==> config.mk <==
export PLATFORM = sky130hd
export DESIGN_NAME = mul_arbiter
export DESIGN_NICKNAME = d
export VERILOG_FILES = /design/src/rtl/mul_arbiter.sv
export SDC_FILE = /design/constraint.sdc
export NUM_CORES = 1
export LEC_CHECK = 0
export ABC_AREA = 1
export CAP_MARGIN = 25
export CORE_UTILIZATION = 58
export CTS_BUF_LIST = sky130_fd_sc_hd__clkbuf_8 sky130_fd_sc_hd__clkbuf_16
export DETAILED_ROUTE_END_ITERATION = 6
export GPL_TIMING_DRIVEN = 0
export HOLD_SLACK_MARGIN = 0.05
export PLACE_DENSITY = 0.88
export SLEW_MARGIN = 20
export SYNTH_ARGS = -nofsm -noshare
export SYNTH_HDL_FRONTEND = slang
export SYNTH_SLANG_ARGS = --single-unit
export TNS_END_PERCENT = 50
==> constraint.sdc <==
create_clock -name clock_i -period 2.7 [get_ports clock_i]
set_input_delay 0.405 -clock clock_i [delete_from_list [all_inputs] [get_ports clock_i]]
set_output_delay 0.405 -clock clock_i [all_outputs]
set_load 0.03 [all_outputs]
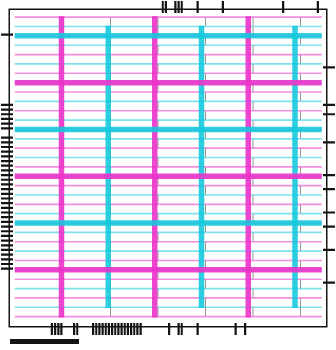
*Power grid, run 1*
Scale bar: 20 um. Pins as bars on the die edge. Tap cells in grey.
| colour | net |
|---|---|
| cyan | VDD |
| magenta | VSS |
met4 straps: 6
met1 rails: 33
tap cells: 102
met5 straps: 6
Peak VDD IR: 0.000542 V
Die H: 91.8 um
Core Region: 7770 um2

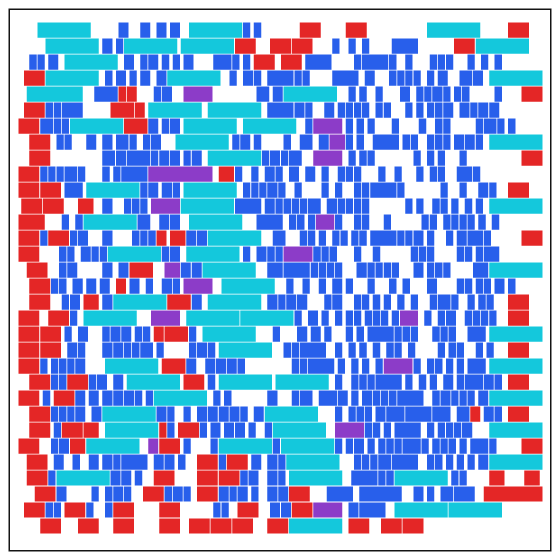
*Cell classes on the final placement, run 1*
| colour | class | cells |
|---|---|---|
| red | other buffers and delay cells | 105 |
| blue | combinational and other logic | 627 |
| cyan | flops | 64 |
| purple | clock drivers and dummy loads | 16 |
Core Util, Final: 75.6%
Seq/total area: 27.3%
final instance area: 5870 um2

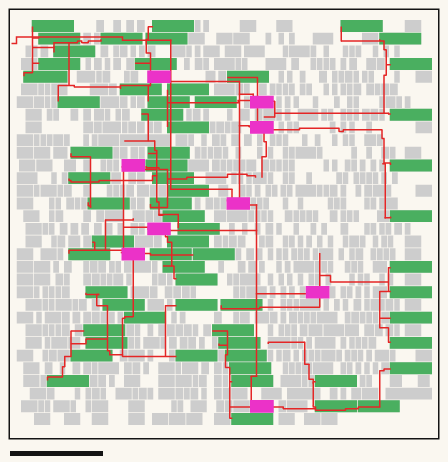
*Clock network drawn from the DEF, run 1*
Scale bar: 20 um.
[magenta] clock drivers | count: 9
[red] clock wires | length: 970 um
[green] flip-flops | count: 64
routed clock nets: 10
flops lie: spread over the die
clock network power: 886 uW
Clock Power Share: 11.5%
Skew-Pair Late Insertion Delay: 360 ps
Setup Skew: 12.9 ps

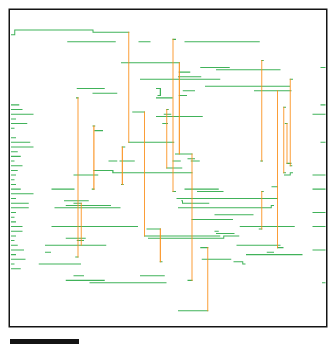
*Wiring by layer, run 1*
Scale bar: 20 um. Two of the layers only.
| colour | layer | wire length |
|---|---|---|
| green | metal 3 | 820 um |
| orange | metal 4 | 450 um |
final WL: 13.1 mm
Via Count: 4970

==> impl_metrics.ini, run 1 <==
; synthesis and place-and-route metrics
[status]
outcome = finished clean

[synthesis]
synth.distinct_cells = 35
syn_inst = 712
avgSynthCellArea_um2 = 6.57
synth_warnings = 0
aoi_share_pct = 8.85
synth-edff-count = 0
ys_sh_adder_pct = 6.58
ys_top_logic_family = simple AND/OR/NAND/NOR gates
simple_gate_area_share_pct = 38.3
synth-async-reset-ratio_pct = 100
largest_area_cell = dfrtp_1
yosys_area_um2 = 4680

[critical_path]
path_depth = 6
ff2ff_path_depth = 10
reg2reg_slack_ps = 610
critPathArrivalTime_ps = 2050
crit_path_frequent_cell = clkdlybuf4s50_1
cp-start-kind = input pin
required_ps = 2300
cpPeakStageDelay_ps = 670
cp_max_fo = 10

[cells_and_area]
nFillCells = 632
antenna_cells = 0
area_growth_pct = 25.4
nets = 885
flop_area_um2 = 1600
drive_gt1_share_pct = 6.77
layout.cells.most_common = nand2_1

[detailed_routing]
vias_per_cell = 5.44
drt_iter0_drc = 293
first_pass_iters = 5
top_layer = met4
wire_per_inst_um = 14.3
wl_met3_um = 820
wl_met1_mm = 5.43

[pwr]
switchingPower_uw = 3920
p_sw_share_pct = 50.9
p_leak_uw = 0.00309
p_total_uw = 7700
comb_power_share_pct = 63.8
comb_power_uw = 4920

[global_routing]
grt_first_pass_wirelength_mm = 21.8
first_global_vias = 4951
met1_usage_pct = 39.9
use_met3_pct = 4.64
top_usage_layer = met2
gr-total-overflow = 0
grt_usage_pct = 32.8

[placement]
port_buffers = 82
dpl_cell_area_um2 = 5650

[clocking]
numCtsBuffers = 9
cts_tree = done
root_buffer = clkbuf_8
cts-resized-gates = 0
cts_htree_levels = 3
cts_sinks = 64

[sta]
max_freq_mhz = 407
rsz0062_at_grt = no
setup_ws_ps = 242
hold_viol_final = 0
fin_crit_ps = 2460

[die]
io_pins = 83
fp_util_pct = 60.3
die_area_um2 = 8430
-- run 1: cell type report --
cell class	count	area share [%]
plain buffers	21	2.68
clock buffers	10	2.34
clock inverters	6	1.15
inverters	92	5.88
multi-input cells	535	43.9
flip-flops and latches	64	27.3
well taps	102	2.17
repair buffers	84	14.6
-- run 1: logic make-up (layout without fill, tap and decap cells) --
logic type | Yosys count | after routing
multiplexers | 1 | 1
flip-flops | 64 | 64
buffers and inverters | 113 | 213
adder cells (fa/ha/maj) | 24 | 24
AND/OR/NAND/NOR | 427 | 427
XOR/XNOR | 6 | 6
AND-OR/OR-AND | 77 | 77
-- run 1: worst reg2reg max path: cells and delay by family (launching register included) --
kind          cells  cell delay [ps]
simple gates      9             1180
flops             1              440
fa+ha+maj         1              380
==> run 2, diff against run 1 <==
Settings changed: CORE_UTILIZATION 58 to 59, CTS_BUF_LIST sky130_fd_sc_hd__clkbuf_8 sky130_fd_sc_hd__clkbuf_16 to sky130_fd_sc_hd__clkbuf_8, PLACE_DENSITY 0.88 to 0.89, SETUP_SLACK_MARGIN from default to 0.2.
==> run 2 against run 1 <==
  * Area after synthesis stayed put
  * Critical path depth up 1
  * Fmax rose by 4.1%
  * Clock skew increased by 3.7 ps
  * Via count increased by 0.82%
  * Power grew 1.1%
  * Combinational power about the same
==> impl_metrics.ini, run 2 <==
; synthesis and place-and-route metrics
[synthesis]
synth-edff-count = 0
yosys_area_um2 = 4680
avgSynthCellArea_um2 = 6.57
ys_seq_share_pct = 34.2
synthFlopType = dfrtp_1
ys_ff = 64
fp_nets = 790
synth_warnings = 0
synth-async-reset-ratio_pct = 100
syn_inst = 712
synth_area_um2 = 4680
top_cells_by_count = nand2_1 (211), nor2_1 (109), inv_1 (89)
ys_cells = 712
largest_area_cell = dfrtp_1
synth.most_common_cell = nand2_1
synth.distinct_cells = 35

[flow_run]
drv_cap = 0
log.warning_count = 26

[placement]
hpwl_mm = 9.84
dpl_cell_area_um2 = 5650
port_buffers = 82
dp_cells = 897
gp_congestion = 0.902
dpl_worst_slack_ps = 59.6

[clocking]
cts-resized-gates = 1
holdBufCountCts = 1
cts_tree = done
clk_path_buf_depth = 2
root_buffer = clkbuf_8
worstSkewPairLatency_ps = 360
clk_pin_slew_ps = 90
postCtsSetupBuffers = 0
cts_htree_levels = 3

[global_routing]
grt_first_pass_wirelength_mm = 21.5
antenna_found_initial = 0
gr-total-overflow = 0
met1_usage_pct = 40.0
first_global_vias = 4875
grt.met2_usage_pct = 57.3
top_usage_layer = met2
grt_max_degree = 46
grt_usage_pct = 32.3
use_met3_pct = 3.52

[detailed_routing]
top_layer = met4
wire_per_inst_um = 14.0
drcViolationCount = 0
ant_nets = 0
wl_met1_mm = 5.56
first_pass_iters = 5
drt_iter0_drc = 294
num_vias = 5011
wl_met3_um = 678
dr_wl_met2_mm = 6.24
routed_wl_mm = 12.8
vias_per_cell = 5.48

[cells_and_area]
layout.cells.most_common = nand2_1
antenna_cells = 0
lay_top_cells = nand2_1 (211), nor2_1 (109), inv_1 (89), clkdlybuf4s50_1 (79), dfrtp_1 (63)
instances_no_fill = 914
area_growth_pct = 25.8
nets = 885
drive_gt1_share_pct = 6.77

[pwr]
internal_power_uw = 3870
sequentialPower_uw = 1890
power_leader = combinational cells
p_total_uw = 7790
p_clk_share_pct = 12.4
seqPwrFrac_pct = 24.3
comb_power_uw = 4930
switchingPower_uw = 3910
ir_worst_vdd_v = 0.000578
comb_power_share_pct = 63.3
p_leak_uw = 0.00311
power_density_nw_per_um2 = 1320
p_sw_share_pct = 50.3

[sta]
tightest_slew_ps = 468
tns_ps = 0
relSlewSlack_pct = 68.7
setup_viol = 0
finalMaxSlewViolations = 0
fin_crit_ps = 2360
holdWs_ps = 471
rsz0062_at_grt = no
hold_viol_final = 0
setup_ws_ps = 339
max_freq_mhz = 424

[critical_path]
cp_max_fo = 10
cp_cell_sequence = clkdlybuf4s50_1 -> nand2_1 -> nand2_2 -> inv_2 -> buf_4 -> nor2_1 -> dlygate4sd2_1
path_class = in -> out
critPathArrivalTime_ps = 1960
cp_slowest_cell = clkdlybuf4s50_1
ff2ff_path_depth = 10
path_depth = 7
reg2reg_slack_ps = 610
cp-start-kind = input pin
crit_buf_inv = 4
cpPeakStageDelay_ps = 520
endpoint_kind = primary output
required_ps = 2300
cp_top_family = buffers and inverters

[status]
outcome = finished clean

[die]
io_pins = 83
die_y_um = 91.1
die_w_um = 91.1
fp_util_pct = 60.9
die_area_um2 = 8290

[worst_hold_path]
hold_class = in -> async
## run 2: netlist changes by cell type in the layout (fill, tap and decap cells not counted), sizes merged
cell           previous run  this run
dlygate4sd2               0         1
clkinvlp                  2         0
clkinv                    2         3
bufinv                    1         2
clkdlybuf4s50            80        79
## run 2: cells by family after synthesis
kind of cell	synth area share [%]
simple gates	38.3
mux	0.214
flops	34.2
fa+ha+maj	6.58
xor+xnor	1.12
compound gates	8.85
buf+inv	10.7
## run 2: cell type report
cell class | count | area (um2)
multi-input combinational | 535 | 2570
fill | 631 | 1800
sequential | 64 | 1600
timing repair buffer | 84 | 850
inverter | 92 | 345
buffer | 21 | 158
clock buffer | 10 | 138
tap | 102 | 128
clock inverter | 6 | 91.3
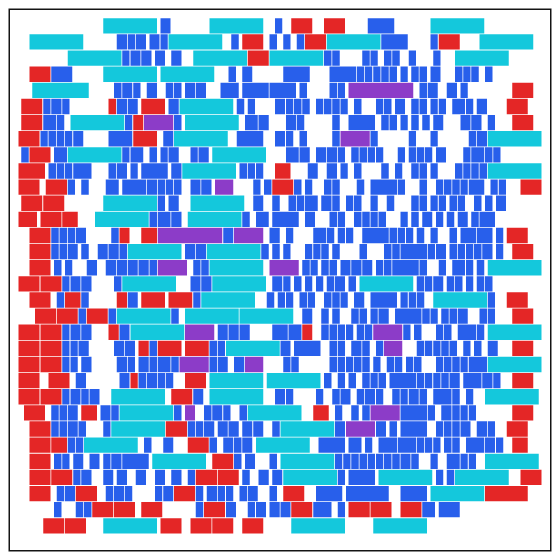
*Cell classes on the final placement, run 2*
| colour | class | cells |
|---|---|---|
| blue | combinational and other logic | 627 |
| purple | clock drivers and dummy loads | 16 |
| cyan | flops | 64 |
| red | other buffers and delay cells | 105 |
final instance area: 5890 um2
Core Region: 7690 um2
Core Util, Final: 76.6%
Seq/total area: 27.2%
FP Rows: 32

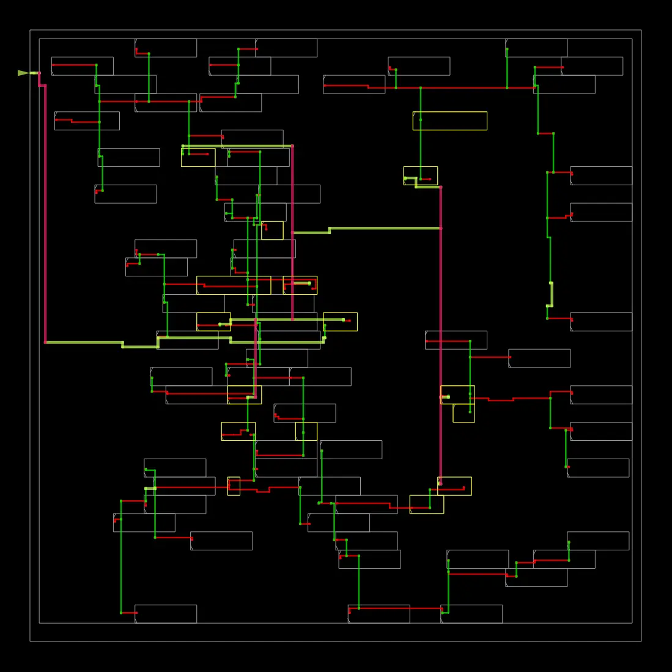
*The clock network, run 2*
Num CTS Buffers: 9
clock network power: 966 uW
Setup Skew: 16.6 ps
registers: 64
CTS sink cnt: 64

No activity file was given, so power comes from the tool's default toggle rates.
